==> run_1/congestion.png <==
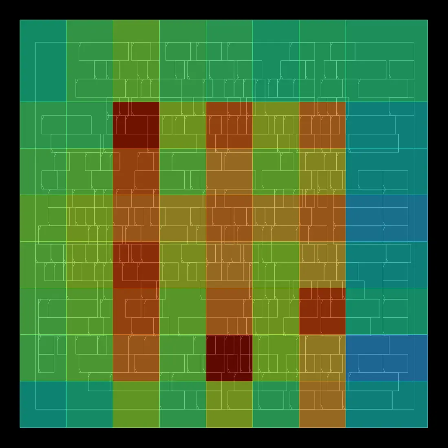
==> run_1/detail.png <==
Bar = 5 microns. Window x 35 to 55, y 35 to 55 microns. Cells in grey, sequential cells in the stronger grey; small squares are vias.
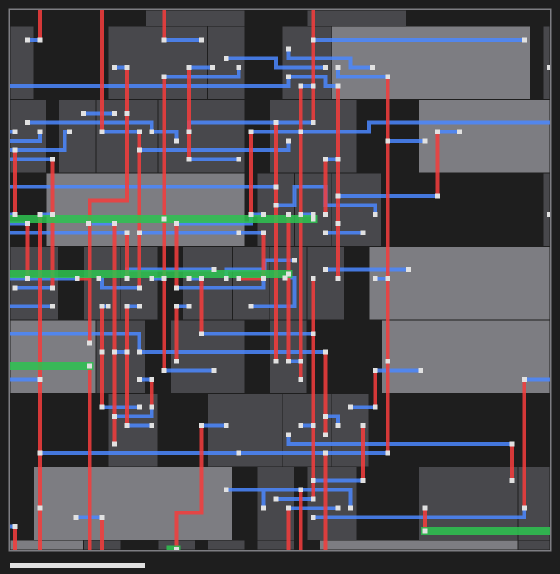
==> run_1/metal_density.png <==
The die is cut into 12 by 12 equal tiles; white is low, dark blue is high, scaled to the fullest tile. Values are wire area over tile area, all layers added.
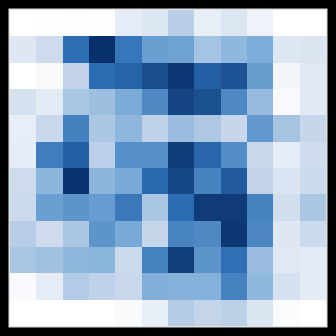
--- config.mk ---
export PLATFORM = sky130hd
export DESIGN_NAME = urna_terminal_flat
export DESIGN_NICKNAME = d
export VERILOG_FILES = /design/src/rtl/urna_pkg.sv /design/src/rtl/urna_terminal_if.sv /design/src/rtl/urna_timeout_timer.sv /design/src/rtl/urna_terminal.sv /design/src/flat_wrapper.sv
export SDC_FILE = /design/constraint.sdc
export NUM_CORES = 1
export LEC_CHECK = 0
export ABC_AREA = 1
export CAP_MARGIN = 20
export CORE_MARGIN = 2
export CORE_UTILIZATION = 55
export CTS_CLUSTER_SIZE = 40
export DETAILED_ROUTE_END_ITERATION = 8
export PLACE_DENSITY = 0.8
export SKIP_LAST_GASP = 1
export SYNTH_ARGS = -nofsm -noshare
export SYNTH_HDL_FRONTEND = slang
export SYNTH_SLANG_ARGS = --single-unit
--- constraint.sdc ---
create_clock -name i_clk -period 2.8 [get_ports i_clk]
set_input_delay 0.84 -clock i_clk [delete_from_list [all_inputs] [get_ports i_clk]]
set_output_delay 0.84 -clock i_clk [all_outputs]
set_load 0.01 [all_outputs]
--- src/rtl/urna_pkg.sv ---
// Shared definitions for the voting terminal and the ballot box it talks to.
//   state_t   : terminal FSM states
//   CANDx     : candidate codes as keyed on the keypad; NULL_CODE is the null vote
//   VOTE_W    : vote counter width, shared with the ballot box
//   sat_inc   : saturating increment for the vote counter
package urna_pkg;

    typedef enum logic [2:0] {
        LOCKED,
        WAIT_KEY,
        WAIT_CONFIRM,
        EMIT,
        ACK
    } state_t;

    localparam logic [3:0] CAND1     = 4'd1;
    localparam logic [3:0] CAND2     = 4'd5;
    localparam logic [3:0] CAND3     = 4'd6;
    localparam logic [3:0] CAND4     = 4'd8;
    localparam logic [3:0] NULL_CODE = 4'd0;

    localparam int VOTE_W = 8;

    function automatic logic [VOTE_W-1:0] sat_inc(input logic [VOTE_W-1:0] v);
        return (&v) ? v : v + 1'b1;
    endfunction

endpackage

--- src/rtl/urna_terminal_if.sv ---
// Vote bus between terminal (master) and ballot box (slave).
//   digit       : vote code, 0 whenever valid is low
//   valid       : one-cycle vote strobe
//   vote_status : ballot-box verdict, 1 = counted for a candidate, 0 = null
interface urna_terminal_if;
    logic [3:0] digit;
    logic       valid;
    logic       vote_status;

    modport master (output digit, output valid, input vote_status);
    modport slave  (input digit, input valid, output vote_status);
endinterface

--- src/rtl/urna_timeout_timer.sv ---
// Idle-voter timer. Counts while i_run is high; o_expired flags the last allowed
// cycle (count == TIMEOUT_CYCLES-1) so the FSM can force a null vote.
//   i_clk, i_rst : clock, synchronous active-high reset
//   i_clear      : zero the count (takes priority over i_run)
//   i_run        : count this cycle
//   o_expired    : running and on the final allowed cycle
module urna_timeout_timer #(
    parameter int TIMEOUT_CYCLES = 1000,
    parameter int TIMER_W        = 10
) (
    input  logic i_clk,
    input  logic i_rst,
    input  logic i_clear,
    input  logic i_run,
    output logic o_expired
);

    logic [TIMER_W-1:0] r_cnt;

    assign o_expired = i_run && (r_cnt == TIMER_W'(TIMEOUT_CYCLES - 1));

    always_ff @(posedge i_clk) begin
        if (i_rst || i_clear)
            r_cnt <= '0;
        else if (i_run && !o_expired)
            r_cnt <= r_cnt + 1'b1;
    end

endmodule

--- src/rtl/urna_terminal.sv ---
// Voter-side keypad terminal. A poll worker releases it with i_enable; the voter
// keys one code, may correct it, and confirms. One vote is strobed onto the vote
// bus, the ballot-box verdict is captured, and the terminal locks again. An idle
// voter is forced into a null vote after TIMEOUT_CYCLES.
//   i_clk, i_rst   : clock, synchronous active-high reset
//   i_enable       : release pulse, honoured only while locked
//   i_key/i_key_strobe, i_confirm, i_correct : keypad
//   vote_bus       : digit/valid out, vote_status in
//   o_ready        : released to the voter
//   o_pending      : a code is latched awaiting confirm; o_shown displays it
//   o_done         : one-cycle vote-finished pulse; o_accepted holds the verdict
//   o_votes_cast   : completed votes, saturating
// Every output is a register loaded from the next-state/next-code values, so
// outputs line up with the state they describe without a combinational path out.
module urna_terminal
    import urna_pkg::*;
#(
    parameter int TIMEOUT_CYCLES = 1000,
    parameter int TIMER_W        = 10
) (
    input  logic              i_clk,
    input  logic              i_rst,
    input  logic              i_enable,
    input  logic [3:0]        i_key,
    input  logic              i_key_strobe,
    input  logic              i_confirm,
    input  logic              i_correct,
    urna_terminal_if.master   vote_bus,
    output logic              o_ready,
    output logic              o_pending,
    output logic [3:0]        o_shown,
    output logic              o_done,
    output logic              o_accepted,
    output logic [VOTE_W-1:0] o_votes_cast
);

    state_t              r_state, w_state_nxt;
    logic [3:0]          r_code, w_code_nxt;
    logic                w_expired, w_timer_clr, w_timer_run;

    logic [3:0]          r_digit, w_digit;
    logic                r_valid, w_valid;
    logic                r_ready, w_ready;
    logic                r_pending, w_pending;
    logic [3:0]          r_shown, w_shown;
    logic                r_done, w_done;
    logic                r_accepted, w_accepted;
    logic [VOTE_W-1:0]   r_votes, w_votes;

    assign w_timer_run = (r_state == WAIT_KEY) || (r_state == WAIT_CONFIRM);
    // Clear on every entry into WAIT_KEY: release by the poll worker or a correction.
    assign w_timer_clr = (r_state != WAIT_KEY) && (w_state_nxt == WAIT_KEY);

    urna_timeout_timer #(
        .TIMEOUT_CYCLES(TIMEOUT_CYCLES),
        .TIMER_W       (TIMER_W)
    ) u_timer (
        .i_clk    (i_clk),
        .i_rst    (i_rst),
        .i_clear  (w_timer_clr),
        .i_run    (w_timer_run),
        .o_expired(w_expired)
    );

    // State and output registers.
    always_ff @(posedge i_clk) begin
        if (i_rst) begin
            r_state    <= LOCKED;
            r_code     <= NULL_CODE;
            r_digit    <= '0;
            r_valid    <= 1'b0;
            r_ready    <= 1'b0;
            r_pending  <= 1'b0;
            r_shown    <= '0;
            r_done     <= 1'b0;
            r_accepted <= 1'b0;
            r_votes    <= '0;
        end else begin
            r_state    <= w_state_nxt;
            r_code     <= w_code_nxt;
            r_digit    <= w_digit;
            r_valid    <= w_valid;
            r_ready    <= w_ready;
            r_pending  <= w_pending;
            r_shown    <= w_shown;
            r_done     <= w_done;
            r_accepted <= w_accepted;
            r_votes    <= w_votes;
        end
    end

    // Next state and code.
    always_comb begin
        w_state_nxt = r_state;
        w_code_nxt  = r_code;
        case (r_state)
            LOCKED: begin
                w_code_nxt = NULL_CODE;
                if (i_enable) w_state_nxt = WAIT_KEY;
            end
            WAIT_KEY: begin
                // Timeout beats a key arriving on the last allowed cycle.
                if (w_expired) begin
                    w_state_nxt = EMIT;
                    w_code_nxt  = NULL_CODE;
                end else if (i_key_strobe) begin
                    w_state_nxt = WAIT_CONFIRM;
                    w_code_nxt  = i_key;
                end
            end
            WAIT_CONFIRM: begin
                // A correction on the final cycle cannot buy more time.
                if (i_correct && !w_expired) begin
                    w_state_nxt = WAIT_KEY;
                    w_code_nxt  = NULL_CODE;
                end else if (i_confirm) begin
                    w_state_nxt = EMIT;
                end else if (w_expired) begin
                    w_state_nxt = EMIT;
                    w_code_nxt  = NULL_CODE;
                end
            end
            EMIT: w_state_nxt = ACK;
            ACK: begin
                w_state_nxt = LOCKED;
                w_code_nxt  = NULL_CODE;
            end
            default: begin
                w_state_nxt = LOCKED;
                w_code_nxt  = NULL_CODE;
            end
        endcase
    end

    // Next output values.
    always_comb begin
        w_valid    = (w_state_nxt == EMIT);
        w_digit    = w_valid ? w_code_nxt : 4'd0;
        w_ready    = (w_state_nxt == WAIT_KEY) || (w_state_nxt == WAIT_CONFIRM);
        w_pending  = (w_state_nxt == WAIT_CONFIRM);
        w_shown    = w_pending ? w_code_nxt : 4'd0;
        w_done     = (r_state == ACK);
        w_accepted = w_done ? vote_bus.vote_status : r_accepted;
        w_votes    = w_done ? sat_inc(r_votes) : r_votes;
    end

    assign vote_bus.digit = r_digit;
    assign vote_bus.valid = r_valid;
    assign o_ready        = r_ready;
    assign o_pending      = r_pending;
    assign o_shown        = r_shown;
    assign o_done         = r_done;
    assign o_accepted     = r_accepted;
    assign o_votes_cast   = r_votes;

endmodule
--- src/flat_wrapper.sv ---
// flat-port wrapper written by rule: the top's interface ports become plain ports
module urna_terminal_flat import urna_pkg::*;
#(
    parameter int TIMEOUT_CYCLES = 1000,
    parameter int TIMER_W        = 10
)
  (i_clk, i_rst, i_enable, i_key, i_key_strobe, i_confirm, i_correct, o_ready, o_pending, o_shown, o_done, o_accepted, o_votes_cast, vote_bus_digit, vote_bus_valid, vote_bus_vote_status);
  urna_terminal_if vote_bus_i ();
  input  logic i_clk;
  input  logic i_rst;
  input  logic i_enable;
  input  logic [3:0] i_key;
  input  logic i_key_strobe;
  input  logic i_confirm;
  input  logic i_correct;
  output logic o_ready;
  output logic o_pending;
  output logic [3:0] o_shown;
  output logic o_done;
  output logic o_accepted;
  output logic [VOTE_W-1:0] o_votes_cast;
  output wire logic [$bits(vote_bus_i.digit)-1:0] vote_bus_digit;
  output wire logic [$bits(vote_bus_i.valid)-1:0] vote_bus_valid;
  input wire logic [$bits(vote_bus_i.vote_status)-1:0] vote_bus_vote_status;
  assign vote_bus_digit = vote_bus_i.digit;
  assign vote_bus_valid = vote_bus_i.valid;
  assign vote_bus_i.vote_status = vote_bus_vote_status;
  urna_terminal #(.TIMEOUT_CYCLES(TIMEOUT_CYCLES), .TIMER_W(TIMER_W)) u_core (.i_clk(i_clk), .i_rst(i_rst), .i_enable(i_enable), .i_key(i_key), .i_key_strobe(i_key_strobe), .i_confirm(i_confirm), .i_correct(i_correct), .vote_bus(vote_bus_i), .o_ready(o_ready), .o_pending(o_pending), .o_shown(o_shown), .o_done(o_done), .o_accepted(o_accepted), .o_votes_cast(o_votes_cast));
endmodule
==> results.cfg, run 1 <==
; yosys + openroad results
[sta]
fin_hold_ws_ps = 504
finalCritPeriodShare = 0.783
slew_headroom = 0.773
setup_tns_ps = 0
finalCriticalPeriod_ps = 2190
hold_viol = 0
skew_ps = 8.21
grt_setup_unrepaired = no
worst_slack_ps = 607
setup_violations = 0

[drt]
via_count = 1532
ant_nets = 0
drtPass1Iterations = 4
drc = 0

[critical_path]
end_kind = output port
critPathKind = reg2out
worst_path_largest_cell_delay_ps = 570
crit_family = buffers and inverters
critPathBufInv = 1
slowest_stage = clkdlybuf4s50_1
cp_data_required_time_ps = 1960
reg2reg_setup_slack_ps = 1090

[synth]
synth-seq-cells = 38
yosys-top-cells-count = 50 x nand2_1, 38 x dfxtp_1, 28 x inv_1, 19 x a21oi_1, 16 x nor2_1
syn_avg_cell_area_sq_um = 7.68
yosysCellCount = 228
yosysTopAreaCell = dfxtp_1
synth-area-yosys_sq_mm = 0.00175
synth_warnings = 0
synth_cell_types = 26
postSynthCellCount = 228
synthFlopType = dfxtp_1
synthArstFlopShare = 0
synth.most_common_cell = nand2_1

[run_status]
status = finished, final reports clean

[layout]
synthToLayoutAreaGrowth_pct = 24.1
stdcell_area_sq_mm = 0.00217
antenna_cells = 0
drive_above_1_share = 0.170
final_nets = 279

[clock_network]
post_cts_resized = 0
cts_setup_buffers = 0
hold_buffers = 0
cts.sinks = 38
cts-root-buf = clkbuf_4

[floorplanning]
die_h_microns = 60.4

[placement]
dp_slack_ps = 574
io_buffer_count = 31
place_hpwl_microns = 2520
gp_congestion = 0.833

[pwr]
peakVddDrop_v = 0.000321
power.static_leakage_nw = 0.903

[global_routing]
grt_remaining_overflow = 0
grt_antenna_before_repair = 0
grt_pass1_wl_microns = 5490
grt_max_degree = 12

[flow_run]
warning_count = 26
## Picture notes: congestion.png
GR Util met1: 0.250
Total GRT Usage: 0.204

## Picture notes: detail.png
red -> metal 2
green -> metal 3
blue -> metal 1
sequential cells in the window = 6
cells with their middle in the window = 34
netlist names of flops here include = u_core.o_votes_cast (3)
most frequent = nand2_1 (7), dfxtp_1 (6), a21oi_1 (5)

## Picture notes: metal_density.png
fullest tile = 0.37
emptiest ninth of the die = south-west
nearly empty tiles = 8.3%
tiles over half the peak = 34%
mean over tiles = 0.15

-- run 1: registers in the layout (all words and copies together) (netlist names) --
name                   flops
u_core.r_code              4
u_core.o_ready             1
u_core.vote_bus.digit      4
u_core.o_shown             4
u_core.o_pending           1
u_core.r_state             3
u_core.o_done              1
u_core.o_votes_cast        8
u_core.u_timer.r_cnt      10
u_core.o_accepted          1
u_core.vote_bus.valid      1
-- run 1: metal layers --
| layer | share of wire | track usage | vias to the layer above |
|---|---|---|---|
| met5 | 0 | 0 | - |
| met4 | 0.017 | 0.102 | 0 |
| met3 | 0.060 | 0.0512 | 5 |
| met2 | 0.47 | 0.334 | 46 |
| met1 | 0.45 | 0.250 | 695 |
| li1 | - | - | 786 |
-- run 1: worst reg2reg max path, delay by kind of cell, from the launching register on --
family	cells	cell delay, ps
fa+ha+maj	1	220
xor+xnor	1	190
buf+inv	1	60
flops	1	410
simple gates	6	740
-- run 1: power by group --
group	switching, mW	total [mW]	internal (mW)
registers	0.00580	0.554	0.548
clock network	0.158	0.271	0.113
logic	0.0543	0.0927	0.0384
total	0.218	0.917	0.699
-- run 1: cells in the final DEF, fill, tap and decap left out --
cell type / count
ha_1: 2
a21oi_1: 19
mux2i_1: 1
nand2_1: 50
or2_2: 2
nand3_1: 8
nor2_2: 14
dfxtp_1: 38
nand4_1: 4
nand2_4: 2
buf_4: 2
o22ai_1: 1
nand2_2: 5
nor3_1: 2
a21oi_2: 4
clkinv_1: 1
xnor2_1: 4
inv_2: 3
o21ai_0: 4
xor2_1: 9
nand3_2: 6
clkbuf_4: 5
o211ai_1: 2
inv_1: 28
nor2_1: 16
clkdlybuf4s50_1: 31
clkbuf_8: 1
clkinv_2: 1
-- run 1: path summary, 6_finish.rpt --
path / startpoint / end / depth (start not counted)
max reg2reg: u_core.u_timer.r_cnt[0]$_SDFFE_PP0P_ / u_core.u_timer.r_cnt[8]$_SDFFE_PP0P_ / 9
min: u_core.o_accepted$_SDFFE_PP0P_ / u_core.o_accepted$_SDFFE_PP0P_ / 2
max: u_core.o_votes_cast[3]$_SDFFE_PP0P_ / o_votes_cast[3] / 1
min reg2reg: u_core.o_accepted$_SDFFE_PP0P_ / u_core.o_accepted$_SDFFE_PP0P_ / 2
-- run 1: final cells by class --
type                            instances  area (sq um)
Clock buffer                            6          51.3
Tap cell                               44          55.1
Fill cell                             269           878
Sequential cell                        38           761
Timing Repair Buffer                   33           325
Inverter                               33           125
Multi-Input combinational cell        155           857
-- run 1: cell families (layout without fill, tap and decap cells) --
logic type / Yosys count / in the layout / share of synthesized area
compound gates: 30 / 30 / 0.0979
xor+xnor: 13 / 13 / 0.0650
fa+ha+maj: 2 / 2 / 0.0143
buf+inv: 35 / 72 / 0.0764
flops: 38 / 38 / 0.434
mux: 1 / 1 / 0.00571
simple gates: 109 / 109 / 0.306
-- run 1: through the flow --
step	power, mW	cells
final	0.917	309
after global routing	0.958	309
after CTS	0.927	309
after detailed placement	0.659	303
after global placement	0.658	303
after floorplan	0.624	228
==> run_1/layer_met1.png <==
Bar = 20 microns. Cells faint in the background.
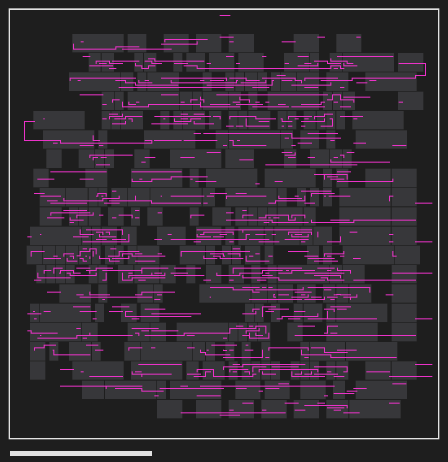

==> inputs of run 2 (changes only) <==
CORE_UTILIZATION = 46   (was 55)
PLACE_DENSITY = 0.71   (was 0.8)
clock period = 1.8 ns   (was 2.8 ns; I/O delays follow)
==> run_2/layer_met1.png <==
Bar = 20 microns. Cells faint in the background.
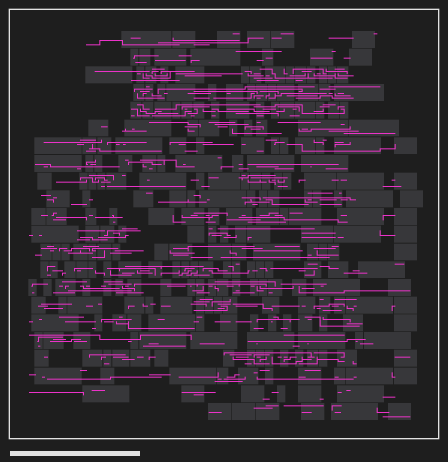
nets with wire on the layer = 263
share of all routed wire = 46%
longest straight run = 20.2 microns

==> results.cfg, run 2 <==
; yosys + openroad results
[layout]
stdcell_count = 323
final_util = 0.625
synthToLayoutAreaGrowth_pct = 30.7
stdcell_area_sq_mm = 0.00229
drive_above_1_share = 0.218
largest-register = u_core.u_timer.r_cnt
lay_top_cells = 50 x nand2_1, 33 x dfxtp_1, 29 x clkdlybuf4s50_1, 28 x inv_1, 19 x a21oi_1
largest_register_ffs = 10
final_nets = 287
antenna_cells = 0
layout_top_cell = nand2_1

[global_routing]
grt_pass1_wl_microns = 5910
grt_max_degree = 12
grt_remaining_overflow = 0
grt_antenna_before_repair = 0
first_global_vias = 1423
grt_use_total = 0.180

[drt]
drc = 0
ant_nets = 0
wire_per_inst_microns = 10.4
drtPass1Iterations = 4
via_count = 1496
vias_per_cell = 4.63

[sta]
grt_setup_unrepaired = yes
finalCriticalPeriod_ps = 1770
tightest_slew_ps = 335
fin_hold_ws_ps = 483
slew_viol_final = 0
slew_headroom = 0.776
finalCritPeriodShare = 0.981
setup_violations = 0
hold_viol = 0
skew_ps = 5.31
setup_tns_ps = 0
worst_slack_ps = 34.1

[synth]
synthFlopType = dfxtp_1
yosysTopAreaCell = dfxtp_1
floorplan.nets = 241
synth-area-yosys_sq_mm = 0.00175
synth.most_common_cell = nand2_1
synth_warnings = 0
syn_avg_cell_area_sq_um = 7.68
postSynthSeqShare = 0.434
synth-seq-cells = 38
synthesis.area_sq_mm = 0.00175
synthArstFlopShare = 0
topCellsByArea = dfxtp_1 43%, nand2_1 11%, inv_1 6.0%
synth_cell_types = 26
yosysCellCount = 228
synth-edff-count = 0
yosys-top-cells-count = 50 x nand2_1, 38 x dfxtp_1, 28 x inv_1, 19 x a21oi_1, 16 x nor2_1
postSynthCellCount = 228

[critical_path]
end_kind = output port
critPathKind = reg2out
cp_data_required_time_ps = 1260
critPathBufInv = 1
crit_chain = clkdlybuf4s50_1
worst_path_largest_cell_delay_ps = 560
crit_family = buffers and inverters
crit_fanout = 4
slowest_stage = clkdlybuf4s50_1
reg2reg_setup_slack_ps = 160
crit_arrival_ps = 1230
cp-start-kind = register

[pwr]
totalPowerFinal_mw = 1.60
power.static_leakage_nw = 0.984
peakVddDrop_v = 0.000332

[placement]
io_buffer_count = 31
place_hpwl_microns = 2590
gp_congestion = 0.803
post-place-cells = 315
dp_slack_ps = -94.9

[clock_network]
cts_max_level = 2
cts_buffers = 5
cts-root-buf = clkbuf_8
hold_buffers = 0
cts_setup_buffers = 0
cts.clk_slew.worst_paths_ps = 70
cts.sinks = 38

[floorplanning]
rows = 22
core_util_floorplan = 0.478
die_h_microns = 65.7
io_pins = 32
die_x_microns = 65.7

[run_status]
status = finished, final reports clean

[worst_hold_path]
min_path_type = reg2reg

[flow_run]
warning_count = 27
==> run 2: final timing paths <==
check / start / depth (start not counted) / to
min: u_core.o_votes_cast[2]$_SDFFE_PP0P_ / 2 / u_core.o_votes_cast[2]$_SDFFE_PP0P_
max: u_core.o_votes_cast[7]$_SDFFE_PP0P_ / 1 / o_votes_cast[7]
min reg2reg: u_core.o_votes_cast[2]$_SDFFE_PP0P_ / 2 / u_core.o_votes_cast[2]$_SDFFE_PP0P_
max reg2reg: u_core.u_timer.r_cnt[1]$_SDFFE_PP0P_ / 9 / u_core.u_timer.r_cnt[5]$_SDFFE_PP0P_
==> run 2: kinds of logic (layout without fill, tap and decap cells) <==
family,after synthesis,in the layout,share of synthesized area
AND/OR/NAND/NOR,109,109,0.306
flip-flops,38,38,0.434
buffers and inverters,35,82,0.0764
multiplexers,1,1,0.00571
adder cells (fa/ha/maj),2,2,0.0143
XOR/XNOR,13,13,0.0650
AND-OR/OR-AND,30,30,0.0979
==> run 2: layout make-up <==
cell class | count | area, sq um
repair buffers | 41 | 387
well taps | 48 | 60.1
fillers | 348 | 1370
clock buffers | 7 | 86.3
multi-input cells | 155 | 860
inverters | 33 | 125
clock inverters | 1 | 5.00
flip-flops and latches | 38 | 767
==> run 2: what timing repair did <==
action	CTS	global route
endpoints found under the setup margin	4	12
resized	4	4
pin swaps	0	1
==> run 2: layer usage <==
layer / GRT usage / share of wire
met1: 0.217 / 0.46
met2: 0.308 / 0.49
met3: 0.0360 / 0.030
met4: 0.0781 / 0.015
met5: 0 / 0
==> run 2: where the power goes <==
part           internal, mW  switching, mW  leakage [nW]
sequential            0.852        0.00714         0.309
clock                 0.309          0.275        0.0482
combinational        0.0710         0.0868         0.627
==> run 2: worst register-to-register path, delay by kind of cell, from the launching register on <==
family | cells | cell delay, ps
flops | 1 | 370
xor+xnor | 1 | 180
buf+inv | 1 | 60
fa+ha+maj | 1 | 210
simple gates | 6 | 730
==> run_2/detail.png <==
Bar = 5 microns. Window x 39 to 59, y 39 to 59 microns. Cells in grey, sequential cells in the stronger grey; small squares are vias.
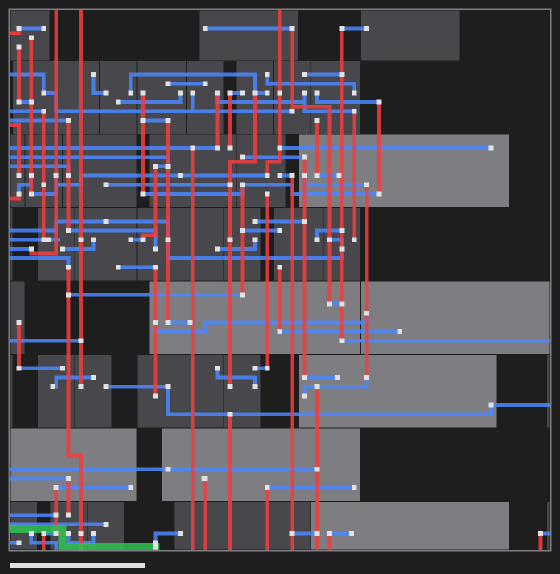

==> inputs of run 3 (changes only) <==
CORE_UTILIZATION = 55   (was 46)
PLACE_DENSITY = 0.8   (was 0.71)
clock period = 2.1 ns   (was 1.8 ns; I/O delays follow)
==> run_3/detail.png <==
Bar = 5 microns. Window x 35 to 55, y 35 to 55 microns. Cells in grey, sequential cells in the stronger grey; small squares are vias.
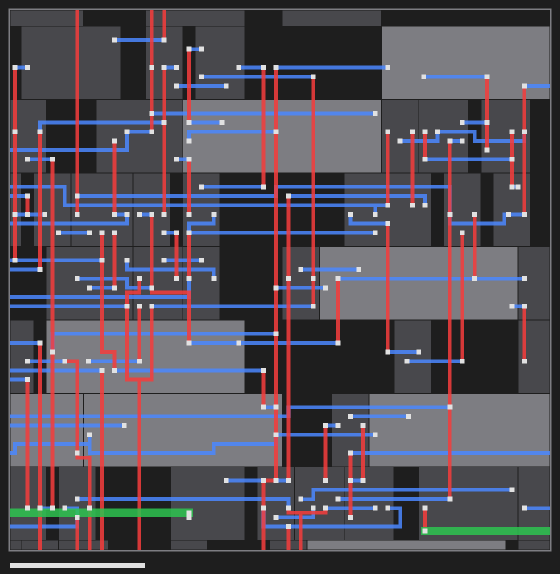
blue -> metal 1
green -> metal 3
red -> metal 2
netlist names of flops here include = u_core.o_votes_cast (4)
cells with their middle in the window = 34
sequential cells in the window = 6
most frequent = nand2_1 (8), dfxtp_1 (6), a21oi_1 (5)

==> results.cfg, run 3 <==
; yosys + openroad results
[run_status]
status = finished, final reports clean

[layout]
combGateArea_sq_um = 861
largest_register_ffs = 10
fillers = 262
largest-register = u_core.u_timer.r_cnt
final_nets = 281
seq_area_sq_um = 761
drive_above_1_share = 0.175

[synth]
postSynthCellCount = 228
synthFlopType = dfxtp_1
synthesis.area_sq_mm = 0.00175
postSynthSeqShare = 0.434
floorplan.nets = 241
synth_warnings = 0
synth-area-yosys_sq_mm = 0.00175
topCellsByArea = dfxtp_1 43%, nand2_1 11%, inv_1 6.0%
synth.most_common_cell = nand2_1
syn_avg_cell_area_sq_um = 7.68
synthArstFlopShare = 0
synth-seq-cells = 38
synth_cell_types = 26
yosysTopAreaCell = dfxtp_1

[worst_hold_path]
min_path_type = reg2reg

[sta]
tightest_slew_ps = 454
worst_slack_ps = 97.4
grt_setup_unrepaired = no
skew_ps = 6.21
slew_viol_final = 0
finalCriticalPeriod_ps = 2000
finalCritPeriodShare = 0.954
slew_headroom = 0.697
setup_tns_ps = 0

[clock_network]
cts_max_level = 2
cts-root-buf = clkbuf_4
cts_buffers = 5
cts.clk_slew.worst_paths_ps = 100
cts_setup_buffers = 0

[global_routing]
grt_max_degree = 12
grt_remaining_overflow = 0
first_global_vias = 1272
grt_use_total = 0.209
grt_pass1_wl_microns = 5550

[drt]
vias_per_cell = 4.79
via_count = 1493
ant_nets = 0
wire_per_inst_microns = 11.2
drc = 0
drtPass1Iterations = 4

[floorplanning]
die_h_microns = 60.4
io_pins = 32
rows = 20
core_util_floorplan = 0.574
die_x_microns = 60.4

[critical_path]
worst_path_largest_cell_delay_ps = 580
cp_data_required_time_ps = 1470
critPathKind = reg2out
crit_arrival_ps = 1370
cp-start-kind = register
critPathBufInv = 1
crit_family = buffers and inverters
crit_fanout = 5
end_kind = output port

[pwr]
power.static_leakage_nw = 0.907
peakVddDrop_v = 0.000354

[placement]
io_buffer_count = 31
dp_slack_ps = 142
place_hpwl_microns = 2620

[flow_run]
warning_count = 26
## run 3: cell counts after synthesis
Identical to the previous run, type by type.
## run 3: final cells by class
type	count	area share
Multi-Input combinational cell	155	0.394
Tap cell	44	0.0252
Timing Repair Buffer	35	0.156
Clock buffer	7	0.0206
Inverter	33	0.0572
Sequential cell	38	0.348
## run 3: kinds of logic after synthesis
kind of cell / count (synthesis) / share of synthesized area
simple gates: 109 / 0.306
flops: 38 / 0.434
buf+inv: 35 / 0.0764
compound gates: 30 / 0.0979
xor+xnor: 13 / 0.0650
fa+ha+maj: 2 / 0.0143
mux: 1 / 0.00571
## run 3: tightest hold or removal path: stages, from the launching register on
cell and delay, ps:
dfxtp_1 350, a21oi_1 40, nor2_1 80
## run 3: power breakdown
group,internal [mW],switching [mW],leakage (nW),total [mW]
sequential,0.731,0.00758,0.307,0.738
combinational,0.0557,0.0740,0.574,0.130
clock,0.126,0.222,0.0254,0.348
## run 3: repair_timing
action	4_1_cts	5_1_grt
setup endpoints to repair	0	3
hold endpoints to repair	0	0
gates resized	0	1
## run 3: metal layers
metal,vias up,track usage,wire (microns)
li1,792,-,-
met1,676,0.242,1550
met2,20,0.360,1750
met3,5,0.0682,131
met4,0,0.0807,48
met5,-,0,0
## run 3: metrics by stage
| stage | total power, mW | std cells | hold slack (ps) | utilization |
|---|---|---|---|---|
| after floorplan | 0.832 | 228 | 480 | - |
| after global placement | 0.883 | 305 | 475 | 0.700 |
| after detailed placement | 0.885 | 305 | 476 | 0.700 |
| after CTS | 1.22 | 312 | 502 | 0.715 |
| after global routing | 1.27 | 312 | 541 | 0.716 |
| final | 1.22 | 312 | 503 | 0.716 |
## run 3: path summary, 6_finish.rpt
path	cells past startpoint	to	start	slack, ps
max	1	o_votes_cast[5]	u_core.o_votes_cast[5]$_SDFFE_PP0P_	100
max reg2reg	9	u_core.u_timer.r_cnt[8]$_SDFFE_PP0P_	u_core.u_timer.r_cnt[0]$_SDFFE_PP0P_	410
min reg2reg	2	u_core.o_accepted$_SDFFE_PP0P_	u_core.o_accepted$_SDFFE_PP0P_	500
min	2	u_core.o_accepted$_SDFFE_PP0P_	u_core.o_accepted$_SDFFE_PP0P_	500
Power figures rest on the tool's default switching activity, not on a simulated workload.
